## src/rtl/cv32e40p_div_pkg.sv

```systemverilog
// Shared types and constants for the divider arbiter and its operand-prep helper.
package cv32e40p_div_pkg;

  // Default watchdog limit. It must stay above the divider's worst-case latency.
  localparam int unsigned C_WDOG_CYC_DEF = 48;

  // Divider opcodes. The odd encodings are the signed variants.
  typedef enum logic [1:0] {
    DIV_UDIV = 2'd0,
    DIV_DIV  = 2'd1,
    DIV_UREM = 2'd2,
    DIV_REM  = 2'd3
  } div_opcode_e;

  // Arbiter / sequencer states.
  typedef enum logic [2:0] {
    IDLE,
    ISSUE,
    BUSY,
    RESP,
    DRAIN
  } div_arb_state_e;

endpackage

```

## src/rtl/cv32e40p_div_prep.sv

```systemverilog
// Combinational divisor side-band derivation: sign, zero flag and the
// leading-zero count of |OpB| that the serial divider uses as its start shift.
module cv32e40p_div_prep
  import cv32e40p_div_pkg::*;
#(
  parameter int unsigned C_WIDTH     = 32,
  parameter int unsigned C_LOG_WIDTH = 6
) (
  input  logic [C_WIDTH-1:0]     OpB_DI,
  input  div_opcode_e            OpCode_SI,
  output logic                   OpBSign_SO,
  output logic                   OpBIsZero_SO,
  output logic [C_LOG_WIDTH-1:0] OpBShift_SO
);

  logic               signed_op;
  logic [C_WIDTH-1:0] abs_b;

  assign signed_op    = (OpCode_SI == DIV_DIV) || (OpCode_SI == DIV_REM);
  assign OpBSign_SO   = signed_op & OpB_DI[C_WIDTH-1];
  assign OpBIsZero_SO = (OpB_DI == '0);
  assign abs_b        = OpBSign_SO ? (~OpB_DI + 1'b1) : OpB_DI;

  // Leading-zero count of |OpB|; the highest set bit wins, C_WIDTH when zero.
  always_comb begin
    // NOTE: default assigned before the loop so every path drives the output (no latch).
    OpBShift_SO = C_LOG_WIDTH'(C_WIDTH);
    for (int i = 0; i < int'(C_WIDTH); i++) begin
      if (abs_b[i]) OpBShift_SO = C_LOG_WIDTH'(int'(C_WIDTH) - 1 - i);
    end
  end

endmodule

```

## src/rtl/cv32e40p_div_arbiter.sv

```systemverilog
// Two-way round-robin arbiter and handshake sequencer in front of the single
// serial divider. Operands and side-band values are registered at accept, the
// divider is started with a one-cycle InVld pulse, and the result is returned
// to the requester that owns the operation. Flush drains the divider silently;
// a watchdog aborts an operation whose result never arrives.
module cv32e40p_div_arbiter
  import cv32e40p_div_pkg::*;
#(
  parameter int unsigned C_WIDTH     = 32,
  parameter int unsigned C_LOG_WIDTH = 6,
  parameter int unsigned C_WDOG_CYC  = C_WDOG_CYC_DEF
) (
  input  logic                        Clk_CI,
  input  logic                        Rst_RI,
  input  logic [1:0]                  ReqVld_SI,
  output logic [1:0]                  ReqRdy_SO,
  input  logic [1:0][C_WIDTH-1:0]     ReqOpA_DI,
  input  logic [1:0][C_WIDTH-1:0]     ReqOpB_DI,
  input  logic [1:0][1:0]             ReqOpCode_SI,
  output logic [1:0]                  RspVld_SO,
  input  logic [1:0]                  RspRdy_SI,
  output logic [C_WIDTH-1:0]          RspRes_DO,
  output logic                        RspErr_SO,
  input  logic                        Flush_SI,
  output logic                        Busy_SO,
  output logic [C_WIDTH-1:0]          DivOpA_DO,
  output logic [C_WIDTH-1:0]          DivOpB_DO,
  output logic [C_LOG_WIDTH-1:0]      DivOpBShift_DO,
  output logic                        DivOpBIsZero_SO,
  output logic                        DivOpBSign_SO,
  output logic [1:0]                  DivOpCode_SO,
  output logic                        DivInVld_SO,
  output logic                        DivOutRdy_SO,
  input  logic                        DivOutVld_SI,
  input  logic [C_WIDTH-1:0]          DivRes_DI
);

  localparam int unsigned C_WDOG_W = $clog2(C_WDOG_CYC + 1);

  div_arb_state_e         state_d, state_q;
  logic                   rr_d, rr_q;
  logic                   owner_d, owner_q;
  logic [C_WIDTH-1:0]     opa_d, opa_q;
  logic [C_WIDTH-1:0]     opb_d, opb_q;
  div_opcode_e            opcode_d, opcode_q;
  logic [C_LOG_WIDTH-1:0] shift_d, shift_q;
  logic                   zero_d, zero_q;
  logic                   sign_d, sign_q;
  logic [C_WIDTH-1:0]     res_d, res_q;
  logic                   err_d, err_q;
  logic [C_WDOG_W-1:0]    wdog_d, wdog_q;

  logic                   gnt_idx;
  div_opcode_e            gnt_opcode;
  logic                   gnt_sign, gnt_zero;
  logic [C_LOG_WIDTH-1:0] gnt_shift;
  logic [C_WDOG_W-1:0]    wdog_inc;
  logic                   wdog_exp;

  // A sole requester always wins; on a tie the pointer decides.
  assign gnt_idx    = (&ReqVld_SI) ? rr_q : ReqVld_SI[1];
  assign gnt_opcode = div_opcode_e'(ReqOpCode_SI[gnt_idx]);

  cv32e40p_div_prep #(
    .C_WIDTH     (C_WIDTH),
    .C_LOG_WIDTH (C_LOG_WIDTH)
  ) i_prep (
    .OpB_DI       (ReqOpB_DI[gnt_idx]),
    .OpCode_SI    (gnt_opcode),
    .OpBSign_SO   (gnt_sign),
    .OpBIsZero_SO (gnt_zero),
    .OpBShift_SO  (gnt_shift)
  );

  // Saturating watchdog increment and its abort condition.
  assign wdog_inc = (wdog_q == C_WDOG_W'(C_WDOG_CYC)) ? wdog_q : wdog_q + 1'b1;
  assign wdog_exp = (wdog_inc == C_WDOG_W'(C_WDOG_CYC));

  // Next-state, register updates and handshake outputs.
  always_comb begin
    state_d      = state_q;
    rr_d         = rr_q;
    owner_d      = owner_q;
    opa_d        = opa_q;
    opb_d        = opb_q;
    opcode_d     = opcode_q;
    shift_d      = shift_q;
    zero_d       = zero_q;
    sign_d       = sign_q;
    res_d        = res_q;
    err_d        = err_q;
    wdog_d       = wdog_q;
    ReqRdy_SO    = 2'b00;
    RspVld_SO    = 2'b00;
    DivInVld_SO  = 1'b0;
    DivOutRdy_SO = 1'b0;

    unique case (state_q)
      IDLE: begin
        if (|ReqVld_SI) begin
          ReqRdy_SO[gnt_idx] = 1'b1;
          owner_d  = gnt_idx;
          opa_d    = ReqOpA_DI[gnt_idx];
          opb_d    = ReqOpB_DI[gnt_idx];
          opcode_d = gnt_opcode;
          shift_d  = gnt_shift;
          zero_d   = gnt_zero;
          sign_d   = gnt_sign;
          if (&ReqVld_SI) rr_d = ~gnt_idx;
          state_d  = ISSUE;
        end
      end
      ISSUE: begin
        // The pulse is issued even when flushing: the divider cannot be aborted.
        DivInVld_SO = 1'b1;
        wdog_d      = '0;
        state_d     = Flush_SI ? DRAIN : BUSY;
      end
      BUSY: begin
        DivOutRdy_SO = 1'b1;
        wdog_d       = wdog_inc;
        if (Flush_SI) begin
          // A result arriving together with flush is consumed and dropped.
          state_d = DivOutVld_SI ? IDLE : DRAIN;
        end else if (DivOutVld_SI) begin
          res_d   = DivRes_DI;
          err_d   = 1'b0;
          state_d = RESP;
        end else if (wdog_exp) begin
          res_d   = '0;
          err_d   = 1'b1;
          state_d = RESP;
        end
      end
      RESP: begin
        RspVld_SO[owner_q] = 1'b1;
        if (Flush_SI || RspRdy_SI[owner_q]) state_d = IDLE;
      end
      DRAIN: begin
        DivOutRdy_SO = 1'b1;
        wdog_d       = wdog_inc;
        if (DivOutVld_SI || wdog_exp) state_d = IDLE;
      end
      default: state_d = IDLE;
    endcase
  end

  // State and datapath registers with synchronous reset.
  always_ff @(posedge Clk_CI) begin
    if (Rst_RI) begin
      // NOTE: non-blocking assignments so every flop samples pre-edge values.
      state_q  <= IDLE;
      rr_q     <= 1'b0;
      owner_q  <= 1'b0;
      opa_q    <= '0;
      opb_q    <= '0;
      opcode_q <= DIV_UDIV;
      shift_q  <= '0;
      zero_q   <= 1'b0;
      sign_q   <= 1'b0;
      res_q    <= '0;
      err_q    <= 1'b0;
      wdog_q   <= '0;
    end else begin
      state_q  <= state_d;
      rr_q     <= rr_d;
      owner_q  <= owner_d;
      opa_q    <= opa_d;
      opb_q    <= opb_d;
      opcode_q <= opcode_d;
      shift_q  <= shift_d;
      zero_q   <= zero_d;
      sign_q   <= sign_d;
      res_q    <= res_d;
      err_q    <= err_d;
      wdog_q   <= wdog_d;
    end
  end

  assign Busy_SO         = (state_q != IDLE);
  assign RspRes_DO       = res_q;
  assign RspErr_SO       = err_q;
  assign DivOpA_DO       = opa_q;
  assign DivOpB_DO       = opb_q;
  assign DivOpCode_SO    = opcode_q;
  assign DivOpBShift_DO  = shift_q;
  assign DivOpBIsZero_SO = zero_q;
  assign DivOpBSign_SO   = sign_q;

endmodule

```

## config.mk

```make
export PLATFORM = sky130hd
export DESIGN_NAME = cv32e40p_div_arbiter
export DESIGN_NICKNAME = d
export VERILOG_FILES = /design/src/rtl/cv32e40p_div_pkg.sv /design/src/rtl/cv32e40p_div_prep.sv /design/src/rtl/cv32e40p_div_arbiter.sv
export SDC_FILE = /design/constraint.sdc
export NUM_CORES = 1
export LEC_CHECK = 0
export CAP_MARGIN = 20
export CELL_PAD_IN_SITES_DETAIL_PLACEMENT = 1
export CELL_PAD_IN_SITES_GLOBAL_PLACEMENT = 2
export CORE_MARGIN = 2
export CORE_UTILIZATION = 26
export DETAILED_ROUTE_END_ITERATION = 7
export HOLD_SLACK_MARGIN = 0.03
export PLACE_DENSITY_LB_ADDON = 0.1
export SYNTH_ARGS = -nofsm -noshare
export SYNTH_HDL_FRONTEND = slang
export SYNTH_SLANG_ARGS = --single-unit
```

## constraint.sdc

```tcl
create_clock -name Clk_CI -period 9.04 [get_ports Clk_CI]
set_input_delay 1.808 -clock Clk_CI [delete_from_list [all_inputs] [get_ports Clk_CI]]
set_output_delay 1.808 -clock Clk_CI [all_outputs]
set_load 0.02 [all_outputs]
```

==> flow_summary.json <==
{
  "outcome": "completed",
  "post-route-min-period_ps": 6217,
  "postSynthSeqShare_pct": 31.29,
  "postCtsResizedCells": 0,
  "grt_start_max_net_pins": 71,
  "post-route-util_pct": 39.41,
  "routed_wirelength_um": 32620,
  "tightestPinTransition_ps": 1067,
  "final_layout_size_suffix_gt1_share_pct": 7.293,
  "ctsLongestPathBuffers": 2,
  "row_count": 62,
  "detailroute.via_count": 8592,
  "synthesis.area_per_instance_um2": 7.710,
  "crit_required_ps": 7230,
  "insertedDiodeCount": 0,
  "fp_util_pct": 26.37,
  "worstPathMaxFanout": 63,
  "fp_nets": 1155,
  "p_int_mw": 1.191,
  "synthesis.area_um2": 7548,
  "crit_arrival_ps": 4410,
  "worstSetupStartpointType": "primary input",
  "cp-end-kind": "primary output",
  "final_antenna_net_count": 0,
  "vdd_ir_drop_max_mv": 0.1214,
  "number_of_buffers_added_for_setup_after_cts": 0,
  "detail_route.first_pass.iterations": 5,
  "yosys-top-cells-area": "sky130_fd_sc_hd__dfxtp_1 (31%), sky130_fd_sc_hd__nor2_1 (9.3%), sky130_fd_sc_hd__a22oi_1 (6.9%), sky130_fd_sc_hd__a21oi_1 (5.2%), sky130_fd_sc_hd__mux2i_1 (4.8%)",
  "worstSkewPairLatency_ps": 420,
  "ys.flop_type": "sky130_fd_sc_hd__dfxtp_1",
  "setup_total_negative_slack_ps": 0,
  "yosysTopAreaCell": "sky130_fd_sc_hd__dfxtp_1",
  "num_io_pins": 286,
  "criticalPathCategory": "primary input to primary output",
  "slew-limit-headroom_pct": 28.85,
  "max-cap-violations": 0,
  "cts_sinks": 118,
  "maxClockFrequency_mhz": 160.8,
  "hold_class": "register to register",
  "num-nets-final": 1398,
  "cts_buffers": 17,
  "final-max-slew-violation-count": 0,
  "power_leakage_nw": 3.991,
  "post_synth_tally_of_flip_flops_with_integrated_enable": 0,
  "synth_top_area_share_pct": 31.29,
  "finalClockPeriodUsage_pct": 68.77,
  "die-height_um": 174.4,
  "asyncSetResetFlopFracSynth_pct": 0,
  "synth.distinct_cells": 82,
  "top_cells_by_count": "sky130_fd_sc_hd__nor2_1 (188), sky130_fd_sc_hd__dfxtp_1 (118), sky130_fd_sc_hd__a21oi_1 (78)",
  "synth-cells-yosys": 979,
  "areaGrowthSynthToFinish_pct": 49.46,
  "grt_pass1_wl_um": 50760,
  "dpl_worst_slack_ps": 2532,
  "detailedPlacementHpwl_um": 24150,
  "switching_power_mw": 0.6179,
  "ys_area_um2": 7548,
  "power_frac_seq_pct": 32.6,
  "grt_overflow_total": 0,
  "grt_setup_unrepaired": "false",
  "cts_tree": "yes",
  "ctsHoldBuffers": 0,
  "first_iter_violations": 485,
  "die_x_um": 174.4,
  "netlist_instances": 979,
  "clock_power_share_pct": 36.7,
  "cts.htree.levels": 4,
  "setup-violations-final": 0,
  "clk_transition_reported_paths_ps": 60,
  "drc_errors": 0,
  "p_per_area_nw_per_um2": 160.4,
  "grt_pass1_vias": 8580,
  "finalHoldViolations": 0,
  "clock_tree.root_cell": "sky130_fd_sc_hd__clkbuf_16",
  "port_buffers": 285,
  "tool_warnings": 28,
  "fin_worst_skew_ps": 11.50,
  "power.total_mw": 1.809,
  "antenna_found_initial": 0,
  "core_region_area_um2": 28630,
  "top_cell": "sky130_fd_sc_hd__nor2_1",
  "sw_ratio_pct": 34.15,
  "comb_power_share_pct": 30.7,
  "die-area_um2": 30410,
  "detail_route.vias_per_cell": 5.310,
  "postLayoutSetupSlackWorst_ps": 2823,
  "synth-warning-count": 0,
  "gp_routability_congestion": 0.8651,
  "synth.ff_latch_count": 118
}
## per-stage QoR
stage / cell area, um2 / hold slack [ps] / instances
floorplan: 7548 / 482.3 / 979
global placement: 10720 / 443.9 / 1587
detailed placement: 10720 / 454.7 / 1587
CTS: 11280 / 464.2 / 1618
global route: 11280 / 485.4 / 1618
finish: 11280 / 461.2 / 1618
## sequential cells by signal (all words and copies together) (netlist names), 2 cells and up
| signal | count |
|---|---|
| DivOpA_DO | 32 |
| RspRes_DO | 32 |
| DivOpB_DO | 32 |
| wdog_q | 6 |
| DivOpBShift_DO | 6 |
| state_q | 3 |
| DivOpCode_SO | 2 |
## critical path, cell delays in order
cell and delay, ps:
sky130_fd_sc_hd__clkdlybuf4s50_1 450, sky130_fd_sc_hd__buf_4 370, sky130_fd_sc_hd__inv_2 250, sky130_fd_sc_hd__nor2_4 170
sky130_fd_sc_hd__buf_4 620, sky130_fd_sc_hd__nor2_1 110, sky130_fd_sc_hd__clkdlybuf4s50_1 570
## area by class of cell
class / instances / area [um2] / area share [%]
inverter: 17 / 63.81 / 0.5656
sequential: 118 / 2362 / 20.94
clock inverter: 13 / 122.6 / 1.087
tap: 384 / 480.5 / 4.259
timing repair buffer: 300 / 2963 / 26.26
clock buffer: 18 / 439.2 / 3.893
multi-input combinational: 768 / 4851 / 43.00
## layout by cell type (no fill, tap or decap), drive strengths merged, types with 16 or more instances in the layout
| cell type | Yosys | final |
|---|---|---|
| clkbuf | 53 | 18 |
| a21oi | 79 | 79 |
| nand2 | 42 | 42 |
| clkdlybuf4s50 | 0 | 284 |
| nor4 | 21 | 21 |
| dfxtp | 118 | 118 |
| a211oi | 44 | 44 |
| nor2 | 189 | 189 |
| a22oi | 69 | 69 |
| o21ai | 27 | 27 |
| nand3 | 18 | 18 |
| nor3 | 25 | 25 |
| a31oi | 16 | 16 |
| mux2i | 36 | 36 |
| buf | 23 | 16 |
| inv | 17 | 21 |
## final timing paths
path / slack, ps / cells past startpoint / to / from
hold reg to reg: 460 / 2 / DivOpBIsZero_SO / DivOpBIsZero_SO
hold / removal: 460 / 2 / DivOpBIsZero_SO / DivOpBIsZero_SO
setup reg to reg: 4680 / 14 / DivOpBShift_DO[4] / rr_q
setup / recovery: 2820 / 7 / ReqRdy_SO[0] / ReqVld_SI[1]
## cells by family (layout without fill, tap and decap cells)
group / after synthesis / after routing / share of synthesized area, %
AND/OR/NAND/NOR: 376 / 376 / 24.15
AND-OR/OR-AND: 322 / 322 / 30.37
flip-flops: 118 / 118 / 31.29
buffers and inverters: 93 / 348 / 4.939
multiplexers: 46 / 46 / 6.266
XOR/XNOR: 20 / 20 / 2.321
adder cells (fa/ha/maj): 4 / 4 / 0.6630
## metal layers
layer  GRT usage [%]  routed length [um]
met1           27.68               14770
met2           34.92               15370
met3           4.965                2055
met4           4.972                 422
met5               0                   0
## power by group through the flow
stage / registers, mW / logic [mW] / clock network (mW)
floorplan: 0.643 / 0.251 / 0
global placement: 0.600 / 0.558 / 0
detailed placement: 0.601 / 0.559 / 0
CTS: 0.590 / 0.561 / 0.687
global route: 0.596 / 0.605 / 0.712
finish: 0.589 / 0.556 / 0.664
Signal wires on met1:
Supply wires on this layer in grey.
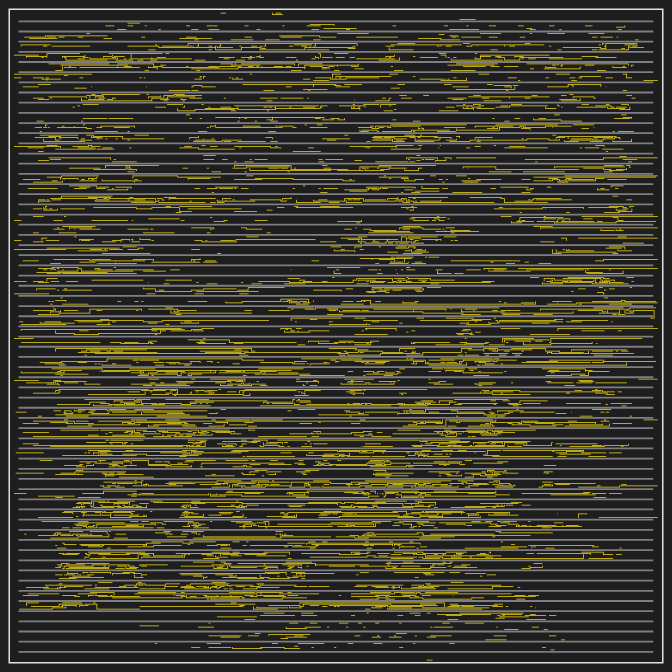
share of all routed wire: 45%
longest straight run: 81.4 um
wire length on this layer: 14800 um
main direction: horizontal
nets with wire on the layer: 1254

Placement view:
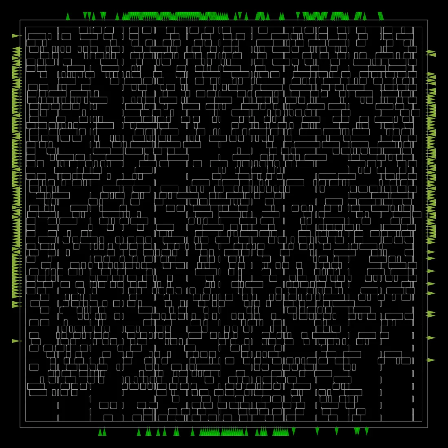
Filler cells: 3379
final cell count without fillers: 1618
register fraction of the total cell area: 20.94%
number of sequential cells: 118
Well Taps: 384

Metal layers overlaid:
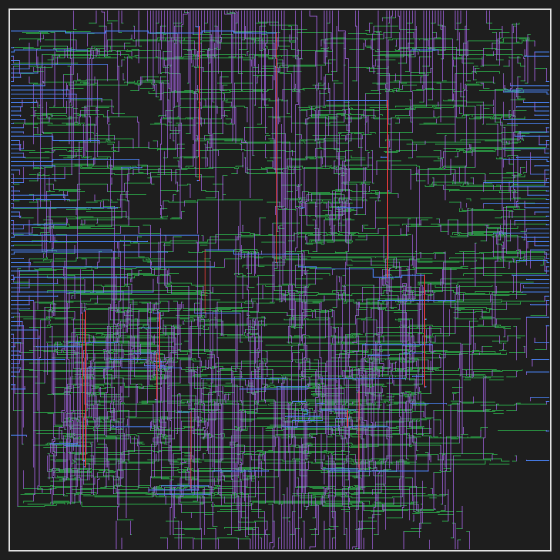
| colour | layer | wire length |
|---|---|---|
| purple | metal 2 | 15400 um |
| green | metal 1 | 14800 um |
| red | metal 4 | 423 um |
| blue | metal 3 | 2060 um |
final routed wire length divided by cell count: 20.16 um
overall fraction of global-route tracks in use: 21.09%

Placement by cell class:
Bar = 50 um. Fill, decap, tap and diode cells in grey.
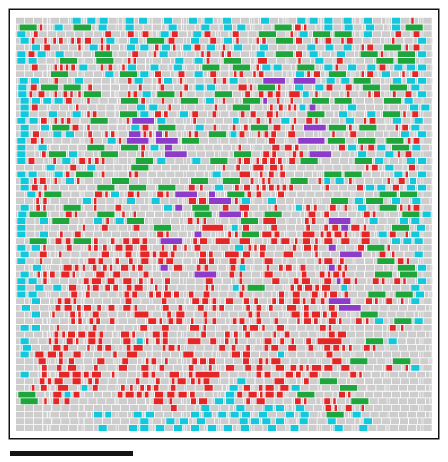
| colour | class | cells | share of their area |
|---|---|---|---|
| purple | clock drivers and dummy loads | 31 | 5.2% |
| green | sequential cells | 118 | 22% |
| cyan | remaining buffers and delay cells | 300 | 27% |
| red | combinational and other logic | 785 | 45% |

Power is estimated from default activity; no workload was simulated.
